class_map.png
Fill, decap, tap and diode cells in gray.
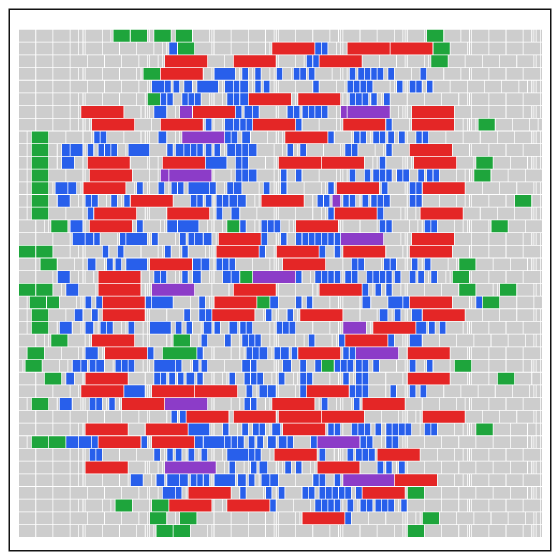
floorplan.png
The bar under the picture is 20 um long. Pins as bars on the die edge. Tap cells in gray.
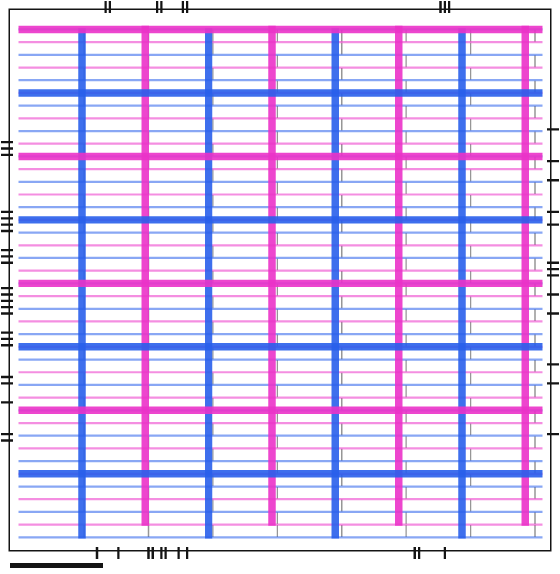
==> src/rtl/bk_pkg.sv <==
// bk_pkg: shared Brent-Kung prefix types and helpers for the adder/subtractor datapath.
//   BK_WIDTH   default operand width
//   LOG2W      prefix tree depth for BK_WIDTH
//   gp_t       (generate, propagate) pair
//   gp_combine (G,P) prefix operator: hi covers the more significant span
package bk_pkg;

    localparam int unsigned BK_WIDTH = 16;
    localparam int unsigned LOG2W    = $clog2(BK_WIDTH);

    typedef struct packed {
        logic g;
        logic p;
    } gp_t;

    function automatic gp_t gp_combine(input gp_t hi, input gp_t lo);
        gp_t r;
        r.g = hi.g | (hi.p & lo.g);
        r.p = hi.p & lo.p;
        return r;
    endfunction

endpackage

==> src/rtl/bk_sub_pipe_if.sv <==
// bk_sub_pipe_if: streaming operand/result bundle for bk_sub_pipe.
//   in_valid/in_ready   operand beat handshake (X minuend, Y subtrahend, Bin borrow-in)
//   out_valid/out_ready result handshake (D = {borrow_out, difference})
//   zero/ovf            result flags, present only when BK_SUB_FLAGS_EN is defined
//   master: producer/consumer side; slave: the subtractor
interface bk_sub_pipe_if #(
    parameter int unsigned WIDTH = 16
);
    logic             in_valid;
    logic             in_ready;
    logic [WIDTH-1:0] X;
    logic [WIDTH-1:0] Y;
    logic             Bin;
    logic             out_valid;
    logic             out_ready;
    logic [WIDTH:0]   D;
`ifdef BK_SUB_FLAGS_EN
    logic             zero;
    logic             ovf;

    modport master (
        output in_valid, X, Y, Bin, out_ready,
        input  in_ready, out_valid, D, zero, ovf
    );

    modport slave (
        input  in_valid, X, Y, Bin, out_ready,
        output in_ready, out_valid, D, zero, ovf
    );
`else
    modport master (
        output in_valid, X, Y, Bin, out_ready,
        input  in_ready, out_valid, D
    );

    modport slave (
        input  in_valid, X, Y, Bin, out_ready,
        output in_ready, out_valid, D
    );
`endif
endinterface

==> src/rtl/bk_prefix_cell.sv <==
// bk_prefix_cell: combinational (G,P) prefix node, one instance per tree node.
//   hi  (G,P) of the more significant span
//   lo  (G,P) of the adjacent less significant span
//   res (G,P) of the merged span
module bk_prefix_cell
    import bk_pkg::*;
(
    input  gp_t hi,
    input  gp_t lo,
    output gp_t res
);

    assign res = gp_combine(hi, lo);

endmodule

==> src/rtl/bk_sub_pipe.sv <==
// bk_sub_pipe: 3-stage pipelined Brent-Kung subtractor, D = {borrow_out, X - Y - Bin}.
//   clk, rst  clock and asynchronous active-high reset
//   bus       bk_sub_pipe_if slave: operand stream in, result stream out
// Optional zero/ovf result flags are built when BK_SUB_FLAGS_EN is defined.
// Stages: S1 registers X, ~Y, ~Bin; S2 registers the up-sweep; S3 down-sweep and D.
module bk_sub_pipe
    import bk_pkg::*;
#(
    parameter int unsigned WIDTH = BK_WIDTH
) (
    input  logic         clk,
    input  logic         rst,
    bk_sub_pipe_if.slave bus
);

    localparam int unsigned LGW = (WIDTH == BK_WIDTH) ? LOG2W : $clog2(WIDTH);

    logic             advance;

    logic             v1;
    logic [WIDTH-1:0] x1;
    logic [WIDTH-1:0] ny1;
    logic             cin1;

    logic             v2;
    gp_t              up2 [WIDTH];
    logic [WIDTH-1:0] p2;
    logic             cin2;

    logic             v3;
    logic [WIDTH:0]   d3;

    logic [WIDTH-1:0] g1;
    logic [WIDTH-1:0] p1;
    gp_t              up [LGW+1][WIDTH];
    gp_t              dn [LGW][WIDTH];
    logic [WIDTH-1:0] carry;
    logic [WIDTH-1:0] diff;
    logic             borrow;

`ifdef BK_SUB_FLAGS_EN
    logic             xmsb2;
    logic             zero3;
    logic             ovf3;
    logic             zero_c;
    logic             ovf_c;
`endif

    // Whole pipe moves as one; bubbles travel with it.
    assign advance      = bus.out_ready | ~v3;
    assign bus.in_ready = advance;
    assign bus.out_valid = v3;
    assign bus.D        = d3;

    // S1: capture X, inverted Y and inverted borrow (carry-in of X + ~Y + ~Bin).
    always_ff @(posedge clk or posedge rst) begin
        if (rst) begin
            v1   <= 1'b0;
            x1   <= '0;
            ny1  <= '0;
            cin1 <= 1'b0;
        end else if (advance) begin
            v1 <= bus.in_valid;
            if (bus.in_valid) begin
                x1   <= bus.X;
                ny1  <= ~bus.Y;
                cin1 <= ~bus.Bin;
            end
        end
    end

    assign g1 = x1 & ny1;
    assign p1 = x1 ^ ny1;

    // Leaf level; carry-in is folded into bit 0 so every prefix G is a carry-out.
    for (genvar i = 0; i < WIDTH; i++) begin : g_leaf
        if (i == 0) begin : g_bit0
            assign up[0][i] = gp_t'{g: g1[i] | (p1[i] & cin1), p: p1[i]};
        end else begin : g_bitn
            assign up[0][i] = gp_t'{g: g1[i], p: p1[i]};
        end
    end

    // Up-sweep: level l merges pairs of 2^(l-1) spans ending at multiples of 2^l.
    for (genvar l = 1; l <= LGW; l++) begin : g_up
        for (genvar i = 0; i < WIDTH; i++) begin : g_node
            if (((i + 1) % (1 << l)) == 0) begin : g_cell
                bk_prefix_cell u_cell (
                    .hi  (up[l-1][i]),
                    .lo  (up[l-1][i - (1 << (l - 1))]),
                    .res (up[l][i])
                );
            end else begin : g_pass
                assign up[l][i] = up[l-1][i];
            end
        end
    end

    // S2: register the up-sweep result plus what the sum stage still needs.
    always_ff @(posedge clk or posedge rst) begin
        if (rst) begin
            v2   <= 1'b0;
            p2   <= '0;
            cin2 <= 1'b0;
            for (int i = 0; i < WIDTH; i++) begin
                up2[i] <= '0;
            end
        end else if (advance) begin
            v2 <= v1;
            if (v1) begin
                p2   <= p1;
                cin2 <= cin1;
                for (int i = 0; i < WIDTH; i++) begin
                    up2[i] <= up[LGW][i];
                end
            end
        end
    end

    for (genvar i = 0; i < WIDTH; i++) begin : g_dn0
        assign dn[0][i] = up2[i];
    end

    // Down-sweep: positions halfway between full prefixes pick up the prefix below them.
    for (genvar k = 1; k < LGW; k++) begin : g_dn
        localparam int H = 1 << (LGW - k - 1);
        for (genvar i = 0; i < WIDTH; i++) begin : g_node
            if ((((i + 1) % (2 * H)) == H) && ((i + 1) > 2 * H)) begin : g_cell
                bk_prefix_cell u_cell (
                    .hi  (dn[k-1][i]),
                    .lo  (dn[k-1][i - H]),
                    .res (dn[k][i])
                );
            end else begin : g_pass
                assign dn[k][i] = dn[k-1][i];
            end
        end
    end

    // Sum: carry into bit i is the prefix generate of bits i-1..0.
    always_comb begin
        carry    = '0;
        carry[0] = cin2;
        for (int i = 1; i < WIDTH; i++) begin
            carry[i] = dn[LGW-1][i-1].g;
        end
        diff   = p2 ^ carry;
        borrow = ~dn[LGW-1][WIDTH-1].g;
    end

`ifdef BK_SUB_FLAGS_EN
    // Operand signs differ exactly when the MSB propagate of X ^ ~Y is 0.
    always_comb begin
        zero_c = (diff == '0);
        ovf_c  = ~p2[WIDTH-1] & (diff[WIDTH-1] ^ xmsb2);
    end

    always_ff @(posedge clk or posedge rst) begin
        if (rst) begin
            xmsb2 <= 1'b0;
        end else if (advance && v1) begin
            xmsb2 <= x1[WIDTH-1];
        end
    end

    always_ff @(posedge clk or posedge rst) begin
        if (rst) begin
            zero3 <= 1'b0;
            ovf3  <= 1'b0;
        end else if (advance && v2) begin
            zero3 <= zero_c;
            ovf3  <= ovf_c;
        end
    end

    assign bus.zero = zero3;
    assign bus.ovf  = ovf3;
`endif

    // S3: result register and output valid.
    always_ff @(posedge clk or posedge rst) begin
        if (rst) begin
            v3 <= 1'b0;
            d3 <= '0;
        end else if (advance) begin
            v3 <= v2;
            if (v2) begin
                d3 <= {borrow, diff};
            end
        end
    end

endmodule

==> src/flat_wrapper.sv <==
// flat-port wrapper written by rule: the top's interface ports become plain ports
module bk_sub_pipe_flat import bk_pkg::*;
#(
    parameter int unsigned WIDTH = BK_WIDTH
)
  (clk, rst, bus_in_valid, bus_X, bus_Y, bus_Bin, bus_out_ready, bus_in_ready, bus_out_valid, bus_D);
  bk_sub_pipe_if #(.WIDTH(WIDTH)) bus_i ();
  input  logic clk;
  input  logic rst;
  input wire logic [$bits(bus_i.in_valid)-1:0] bus_in_valid;
  input wire logic [$bits(bus_i.X)-1:0] bus_X;
  input wire logic [$bits(bus_i.Y)-1:0] bus_Y;
  input wire logic [$bits(bus_i.Bin)-1:0] bus_Bin;
  input wire logic [$bits(bus_i.out_ready)-1:0] bus_out_ready;
  output wire logic [$bits(bus_i.in_ready)-1:0] bus_in_ready;
  output wire logic [$bits(bus_i.out_valid)-1:0] bus_out_valid;
  output wire logic [$bits(bus_i.D)-1:0] bus_D;
  assign bus_i.in_valid = bus_in_valid;
  assign bus_i.X = bus_X;
  assign bus_i.Y = bus_Y;
  assign bus_i.Bin = bus_Bin;
  assign bus_i.out_ready = bus_out_ready;
  assign bus_in_ready = bus_i.in_ready;
  assign bus_out_valid = bus_i.out_valid;
  assign bus_D = bus_i.D;
  bk_sub_pipe #(.WIDTH(WIDTH)) u_core (.clk(clk), .rst(rst), .bus(bus_i));
endmodule
==> config.mk <==
export PLATFORM = sky130hd
export DESIGN_NAME = bk_sub_pipe_flat
export DESIGN_NICKNAME = d
export VERILOG_FILES = /design/src/rtl/bk_pkg.sv /design/src/rtl/bk_sub_pipe_if.sv /design/src/rtl/bk_prefix_cell.sv /design/src/rtl/bk_sub_pipe.sv /design/src/flat_wrapper.sv
export SDC_FILE = /design/constraint.sdc
export NUM_CORES = 1
export LEC_CHECK = 0
export ABC_AREA = 1
export CAP_MARGIN = 20
export CORE_MARGIN = 1.5
export CORE_UTILIZATION = 35
export DETAILED_ROUTE_END_ITERATION = 8
export SETUP_SLACK_MARGIN = 0.4
export SLEW_MARGIN = 30
export SYNTH_ARGS = -nofsm -noshare
export SYNTH_HDL_FRONTEND = slang
export SYNTH_HIERARCHICAL = 1
export SYNTH_SLANG_ARGS = --single-unit
==> constraint.sdc <==
create_clock -name clk -period 2.9 [get_ports clk]
set_input_delay 0.29 -clock clk [delete_from_list [all_inputs] [get_ports clk]]
set_output_delay 0.29 -clock clk [all_outputs]
set_load 0.02 [all_outputs]
==> run summary <==
From the run reports.

- The synthesized netlist net count reads 641.
- The width of the die is about 120 um.
- The post-CTS setup repair buffer count is 0.
- The design area reads 5460 um^2.
- The residual antenna-violating net count after detailed routing reads 0.
- The final global-route overflow total reads 0.
- The wire length of the first global-routing pass is 15500 um.
- The worst path in the final design needs a cycle of ~2.0 ns, including I/O delays and setup.
- The clock tree from TritonCTS reads built.
- The area added between synthesis and finish reads 22.9%.
- The standard-cell row count is ~40.
- The highest net fanout along the worst path is 7.
- The later pin in the worst-skew pair is clocked with a latency of roughly 0.34 ns.
- The worst register-to-register path has a setup slack of 1.19 ns.
- The number of clock buffers added by TritonCTS is 9.
- The power density over the cells is 935 nW/um^2.
- The sum of internal, switching and leakage power reads 5.11 mW.
- The clock share of power is 24.2%.
- The count of placed standard cells in the final layout, fillers left out is 808.
- The number of primary I/O pins reads 56.
- Data arrives at the worst endpoint at 1.67 ns.
- The category of the worst setup path launch point is an input pin.
- Looking at the clock tree report, the maximum root-to-sink buffer count equals 2.
- The start-to-end type of the worst setup path reads in2out.
- The routability congestion estimate from global placement is 0.753.
- Averaged over all synthesized cells, the footprint is ~7.6 um^2.
- The reported net switching power is 1.87 mW.
- The share of cells above drive strength 1 reads about 4.2%.
- Clock tree synthesis found a total of 90 sinks.
- The via count of the first global-routing pass is 3344.
- Endpoints failing hold in the final report were tallied at 0.
- The design internal power is 3.24 mW.
- The largest net degree at the start of global routing is 45.
- The chip occupies 13400 um^2.
- The cell with the most instances on the worst path reads clkdlybuf4s50_1.
- The sequential fraction of design power reads between 30% and 40%.
- The number of endpoints failing setup at the final stage is 0.
- The peak ir drop on the vdd network is 0.265 mV.
- The analysis attributes to cell leakage a power of 3.03 nW.
- The number of hold buffers added after CTS was 0.
- The overall fraction of global-route tracks in use reads 14.6%.
- The part of the power in combinational logic reads 36.5%.
- The worst hold path belongs to the class in2async.
- In the placement report, post-DP HPWL is listed as roughly 6400 um.
- The initial antenna violation count is 0.
- The count of input and output buffers is 55.
- Warnings reported by Yosys during synthesis add up to 6.
- After synthesis the cells add up to 4440 um^2.
- The cell area reported after detailed placement is 5140 um^2.
- The setup TNS reads 0 ns.
- The power report shows net switching accounting for between 30% and 40% of the total.
- The OpenROAD warning count is 26.
- The H-tree level count is 3.
- The number of fillers in the final layout reads 1269.
- The final worst setup slack reads 0.941 ns.
- The synthesized instance count is just under 600.
- Per STA, the worst path is made up of clkdlybuf4s50_1, inv_1, nand2_2, clkdlybuf4s50_1.
- After the first detailed-routing iteration, the DRC count stood at 175.
- The cell at the root of the clock tree is clkbuf_16.
- The final timing report lists a max-slew violation count of 0.
- The run finished with clean final reports.
- The detailed-route vias per instance is 4.34.
- Setup repair after global routing left no endpoint under its margin.
- Once layout is complete, the utilization of the core stands at 44.7%.
- The register with the most flip-flops in the layout has 17 of them.
- The maximum clock frequency is roughly 500 MHz.
- The endpoint of the worst-slack reg-to-reg timing path reads u_core/ny1[5].
- TritonRoute output was used to compute an average wire per cell of roughly 11 um.
- Hold timing on the final database bottoms out at a slack of 0.417 ns.
- The number of gates resized after CTS reads 0.
- The nature of the critical path endpoint reads an output pin.
- Among all stages on the critical path, the maximum delay recorded is between 0.6 and 0.7 ns.
- The pre-antenna-repair detailed-routing pass consisted of 4 iterations.
- The final net count reads 688.
- OpenROAD reports that the post-layout worst path occupies 67.5% of the period.
- The cell with the largest stage delay on the worst path is clkdlybuf4s50_1.
- The floorplan-stage core utilization reads 36.4%.
About class_map.png:
class	color	cells	share of their area
clock drivers and dummy loads	purple	16	6.1%
registers	red	90	43%
remaining buffers and delay cells	green	62	12%
remaining logic cells	blue	472	39%

About floorplan.png:
net	color
VSS	blue
VDD	magenta
met1 rails	41
signal pins	56
met4 straps	8
met5 straps	8
tap cells	168
area of the placeable core: 12200 um^2
Die Span Y: 116 um

-- cell usage in the layout, fill, tap and decap left out, drive strengths merged --
master,instances
nand2,309
dfrtp,90
inv,72
clkdlybuf4s50,55
nand3,54
nand3b,18
ha,16
clkbuf,11
buf,7
bufinv,2
clkinv,2
clkinvlp,2
a21oi,1
o21ai,1
-- routing by layer --
metal  part of all wire, %  routed length [um]  track usage, %  up-vias
met3                   4.2                 367            2.46       12
met5                     0                   0               0        -
met2                    42                3690            21.7       64
met1                    52                4520            21.0     1557
li1                      -                   -               -     1872
met4                   2.0                 175            6.34        0
-- worst max-delay path by stage --
stage | from | end | depth (start not counted)
after global routing | bus_out_ready | bus_in_ready | 4
after CTS | bus_out_ready | bus_in_ready | 4
after detailed placement | bus_out_ready | u_core/ny1[5] | 7
after global placement | bus_out_ready | u_core/x1[13] | 7
final | bus_out_ready | bus_in_ready | 4
after floorplan | u_core/x1[0] | u_core/dn[1] | 13
-- power groups by stage --
stage / Sequential (mW) / Clock [mW] / Combinational, mW
4_1_cts: 2.01 / 1.26 / 1.90
2_1_floorplan: 2.10 / 0 / 1.23
3_3_place_gp: 2.01 / 0 / 1.84
6_report: 2.01 / 1.23 / 1.87
3_5_place_dp: 2.03 / 0 / 1.89
5_1_grt: 2.08 / 1.30 / 2.18
-- worst max-delay path: cells and delay by family --
family        cells  cell delay [ns]
simple gates      1             0.16
buf+inv           3             1.21
-- final cells by class --
type	instances	area, um^2	area share, %
inverter	73	278	5.08
clock inverter	5	77.6	1.42
multi-input combinational	399	1790	32.7
clock buffer	11	243	4.44
tap	168	210	3.85
sequential	90	2250	41.2
timing repair buffer	62	616	11.3
Power is estimated from default activity; no workload was simulated.
